==> src/rtl/pc_fetch_unit_pkg.sv <==
// Shared encodings for the PC / instruction-fetch stage.
package pc_fetch_unit_pkg;

  // Next-PC select codes driven by the control unit
  localparam logic [1:0] NPC_PLUS4  = 2'b00;
  localparam logic [1:0] NPC_BRANCH = 2'b01;
  localparam logic [1:0] NPC_JUMP   = 2'b10;
  localparam logic [1:0] NPC_JR     = 2'b11;

  localparam logic [31:0] DEFAULT_RESET_PC = 32'h0000_3000;

  // Fetch FSM states; local to this stage, exported only for observation
  typedef enum logic [1:0] {
    ST_IDLE  = 2'd0,
    ST_FETCH = 2'd1,
    ST_EXEC  = 2'd2,
    ST_HALT  = 2'd3
  } fetch_state_t;

endpackage

==> src/rtl/pc_fetch_unit_npc_calc.sv <==
// Combinational next-PC selection and alignment check.
module npc_calc
  import pc_fetch_unit_pkg::*;
(
  input  logic [31:0] pc,
  input  logic [1:0]  npc_op,
  input  logic        branch_taken,
  input  logic [31:0] imm32,
  input  logic [25:0] jump_index,
  input  logic [31:0] reg_target,
  output logic [31:0] next_pc,
  output logic        misaligned
);

  logic [31:0] pc_plus4;

  assign pc_plus4 = pc + 32'd4;

  // Select the next PC; branch offset is a word offset, all sums wrap mod 2^32
  always_comb begin
    next_pc = pc_plus4;
    case (npc_op)
      NPC_PLUS4:  next_pc = pc_plus4;
      NPC_BRANCH: next_pc = branch_taken ? (pc_plus4 + (imm32 << 2)) : pc_plus4;
      NPC_JUMP:   next_pc = {pc_plus4[31:28], jump_index, 2'b00};
      NPC_JR:     next_pc = reg_target;
      default:    next_pc = pc_plus4;
    endcase
  end

  // Only a JR target can be misaligned, but the check covers whatever was selected
  assign misaligned = (next_pc[1:0] != 2'b00);

endmodule

==> src/rtl/pc_fetch_unit.sv <==
// Program counter and instruction-fetch stage: IDLE -> FETCH -> EXEC -> FETCH ...,
// with a terminal HALT state left only through reset.
//
// Instruction-memory handshake: IMemReq is held high for the whole FETCH state with
// IMemAddr stable; the memory may wait any number of cycles and signals completion
// by raising IMemAck for one cycle with IMemRdata valid. A transfer happens on a
// rising edge where IMemReq && IMemAck. IMemAck seen while IMemReq is low is ignored.
module pc_fetch_unit
  import pc_fetch_unit_pkg::*;
#(
  parameter logic [31:0] RESET_PC = DEFAULT_RESET_PC
) (
  input  logic         clk,
  input  logic         rst,
  input  logic [1:0]   NPCOp,
  input  logic         BranchTaken,
  input  logic [31:0]  Immediate32,
  input  logic [25:0]  JumpIndex,
  input  logic [31:0]  RegTarget,
  input  logic         Stall,
  input  logic         Halt,
  output logic         IMemReq,
  output logic [31:0]  IMemAddr,
  input  logic [31:0]  IMemRdata,
  input  logic         IMemAck,
  output logic [31:0]  PC,
  output logic [31:0]  PCPlus4,
  output logic [31:0]  Instr,
  output logic         InstrValid,
  output logic         AddrErr,
  output logic         Halted,
  output fetch_state_t fsm_state
);

  fetch_state_t state, state_next;
  logic [31:0]  pc_q, instr_q;
  logic         addr_err_q;
  logic [31:0]  next_pc;
  logic         misaligned;
  logic         load_instr, load_pc, set_err;

  npc_calc u_npc_calc (
    .pc           (pc_q),
    .npc_op       (NPCOp),
    .branch_taken (BranchTaken),
    .imm32        (Immediate32),
    .jump_index   (JumpIndex),
    .reg_target   (RegTarget),
    .next_pc      (next_pc),
    .misaligned   (misaligned)
  );

  // Next-state and register-load decode; EXEC priority is Stall > Halt > misaligned > advance
  always_comb begin
    state_next = state;
    load_instr = 1'b0;
    load_pc    = 1'b0;
    set_err    = 1'b0;
    case (state)
      ST_IDLE: state_next = ST_FETCH;
      ST_FETCH: begin
        if (IMemAck) begin
          load_instr = 1'b1;
          state_next = ST_EXEC;
        end
      end
      ST_EXEC: begin
        if (Stall) begin
          state_next = ST_EXEC;
        end else if (Halt) begin
          state_next = ST_HALT;
        end else if (misaligned) begin
          set_err    = 1'b1;
          state_next = ST_HALT;
        end else begin
          load_pc    = 1'b1;
          state_next = ST_FETCH;
        end
      end
      ST_HALT: state_next = ST_HALT;
      default: state_next = ST_IDLE;
    endcase
  end

  // State, PC, instruction and sticky error registers with synchronous reset
  always_ff @(posedge clk) begin
    if (rst) begin
      state      <= ST_IDLE;
      pc_q       <= RESET_PC;
      instr_q    <= 32'd0;
      addr_err_q <= 1'b0;
    end else begin
      state <= state_next;
      if (load_instr) instr_q    <= IMemRdata;
      if (load_pc)    pc_q       <= next_pc;
      if (set_err)    addr_err_q <= 1'b1;
    end
  end

  // Outputs decoded purely from registered state, so no input reaches an output combinationally
  assign IMemReq    = (state == ST_FETCH);
  assign IMemAddr   = pc_q;
  assign PC         = pc_q;
  assign PCPlus4    = pc_q + 32'd4;
  assign Instr      = instr_q;
  assign InstrValid = (state == ST_EXEC);
  assign Halted     = (state == ST_HALT);
  assign AddrErr    = addr_err_q;
  assign fsm_state  = state;

endmodule
==> config.mk <==
export PLATFORM = sky130hd
export DESIGN_NAME = pc_fetch_unit
export DESIGN_NICKNAME = d
export VERILOG_FILES = /design/src/rtl/pc_fetch_unit_pkg.sv /design/src/rtl/pc_fetch_unit_npc_calc.sv /design/src/rtl/pc_fetch_unit.sv
export SDC_FILE = /design/constraint.sdc
export NUM_CORES = 1
export LEC_CHECK = 0
export CORE_UTILIZATION = 35
export CTS_CLUSTER_DIAMETER = 50
export CTS_CLUSTER_SIZE = 10
export DETAILED_ROUTE_END_ITERATION = 16
export PLACE_DENSITY = 0.8
export REMOVE_ABC_BUFFERS = 1
export SYNTH_ARGS = -nofsm -noshare
export SYNTH_HDL_FRONTEND = slang
export SYNTH_SLANG_ARGS = --single-unit
==> constraint.sdc <==
create_clock -name clk -period 12.3 [get_ports clk]
set_clock_uncertainty 0.1 [all_clocks]
set_input_delay 1.845 -clock clk [delete_from_list [all_inputs] [get_ports clk]]
set_output_delay 1.845 -clock clk [all_outputs]
set_load 0.1 [all_outputs]
**Logic cells by family**

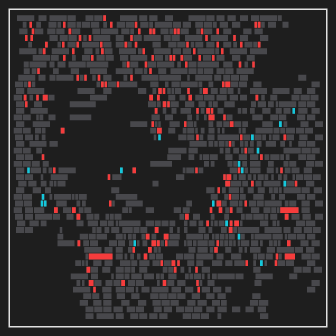
inv cells -> cyan  # cells 18, most used inv_1
nand cells -> red  # cells 155, most used nand2_1
most common library cell in the layout ignoring fill and taps: sky130_fd_sc_hd__clkdlybuf4s50_1
proportion of cell area occupied by multi-input gates: 0.456

**Supply network**

Pins as bars on the die edge.
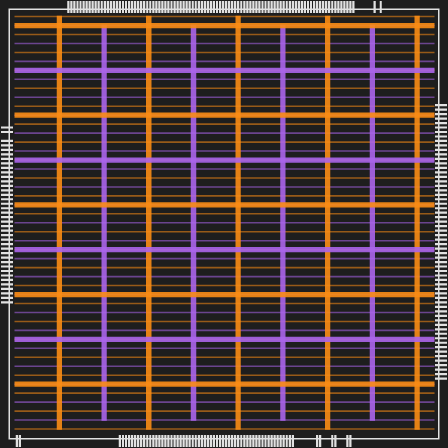
VSS -> orange
VDD -> purple
signal pins = 264
met1 rails = 47
rows = 46
met5 straps = 9
met4 straps = 9
floorplan core area: 15900 µm²
IR Drop Worst-Case VDD: 0.0555 mV

**Clock routing**

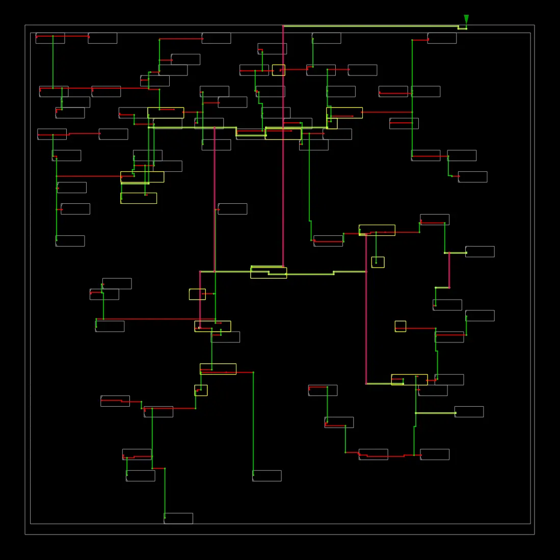
clkbuf count: 9
number of clock sinks: 67
clock buffer count from CTS: 9
clock latency on the worst-skew pair: 350 ps

**Register map, names as in the netlist**

Other sequential cells in the stronger grey, the rest of the logic in the fainter grey.
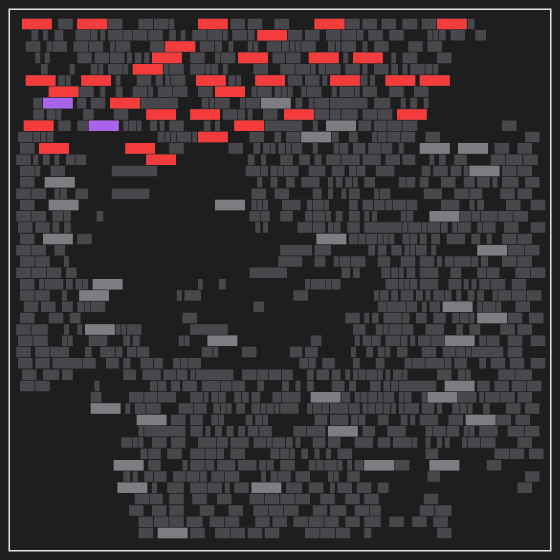
Instr -> red  # placed flops 32, where a horizontal strip, top
fsm_state -> purple  # placed flops 2
not coloured = 33

==> run notes <==
The flow run is done. Combinational cell power landed at 0.234 mW. Including well taps, the total number of placed cells is 1173. The initial antenna violation count came to 0. By area the synthesized netlist is led by sky130_fd_sc_hd__dfxtp_1 23%, sky130_fd_sc_hd__nand2_1 7.5%, sky130_fd_sc_hd__ha_1 7.4%. Amount of wire on met2 after detailed routing landed at 9590 µm. Storage element area landed at 1340 µm². Number of I/O pins landed at 264. Number of cells in the finished layout apart from fillers landed at 1189. Per the post-run analysis, buffers plus inverters along the critical path come to 1. Of the available clock period, the critical path in the final layout requires 0.491.

Clock-pin slew reported for the worst setup and hold paths after clock tree synthesis landed at 60 ps. In this run, synthesis inferred 0 flip-flops with an integrated enable. The run finished with clean final reports. Looking at the reg2reg group, the worst path ends at IMemAddr[31]$_SDFFE_PP0P_. Multi-input combinational cells in the finished layout were counted as 604. Per the detail_route report, routed wire per instance is 17.0 µm. Number of instances resized during post-cts repair landed at 0. The die covers 16900 µm². Synthesized area per cell landed at 7.47 µm².

Relative contribution of the clock network to total power landed at 0.375. Note that the worst hold path type here is register to register. Internal power landed at 0.470 mW. The largest share of the power goes to clock.

At the end of the flow the core is filled with cells to 0.535. Post-synth the commonest register cell is sky130_fd_sc_hd__dfxtp_1. Leaving out fill and tap cells, the most frequent cells in the layout are 259 x sky130_fd_sc_hd__clkdlybuf4s50_1, 115 x sky130_fd_sc_hd__nand2_1, 73 x sky130_fd_sc_hd__a21oi_1.

By instance count, the leading cell after synthesis is sky130_fd_sc_hd__nand2_1. Prior to clock tree synthesis, the placed netlist has a worst setup slack of 6680 ps. The final max-slew violation count recorded for this run is 0. From left edge to right edge, the die measures 130 µm. Worst-case clock buffer depth landed at 2. In this run the cell area of the synthesized design comes to 5720 µm². The launch point of the worst min-delay path is recorded as Instr[28]$_SDFFE_PP0P_. In the synthesized netlist, the dominant kind of combinational cell is simple AND/OR/NAND/NOR gates. Worst setup slack for register-to-register paths landed at 7370 ps. According to the finish report, the design has a final net count of 1133. The worst pin sits at a relative slew slack of 0.207. Listed in order, past its start point the critical path passes ha_1 -> and4_1 -> and2_1 -> nand3_1 -> or3_2 -> xnor2_1 -> clkdlybuf4s50_1. Share of power burned in combinational logic landed at 0.315. Path depth of the worst reg2reg path landed at 15. OpenSTA lists the critical path endpoint as PCPlus4[20].

Across all hold checks on the routed design, the worst slack comes to 354 ps. Proportion of synthesized chip area in sequential cells landed at 0.235. Of the post-synthesis cell area, the dominant cell type holds 0.235.
-- worst reg2reg max path, stage by stage, from the launching register on --
cell and delay (ps):
sky130_fd_sc_hd__dfxtp_1 470, sky130_fd_sc_hd__ha_1 280, sky130_fd_sc_hd__and4_1 340, sky130_fd_sc_hd__and2_1 180
sky130_fd_sc_hd__nand3_1 340, sky130_fd_sc_hd__or3_2 590, sky130_fd_sc_hd__xnor2_1 330, sky130_fd_sc_hd__ha_1 400
sky130_fd_sc_hd__nand4_1 140, sky130_fd_sc_hd__inv_1 70, sky130_fd_sc_hd__a221o_1 340, sky130_fd_sc_hd__nor3_1 160
sky130_fd_sc_hd__a21oi_1 90, sky130_fd_sc_hd__a2111oi_0 470, sky130_fd_sc_hd__xnor2_1 180, sky130_fd_sc_hd__mux2_2 340
No activity file was given, so power comes from the tool's default toggle rates.
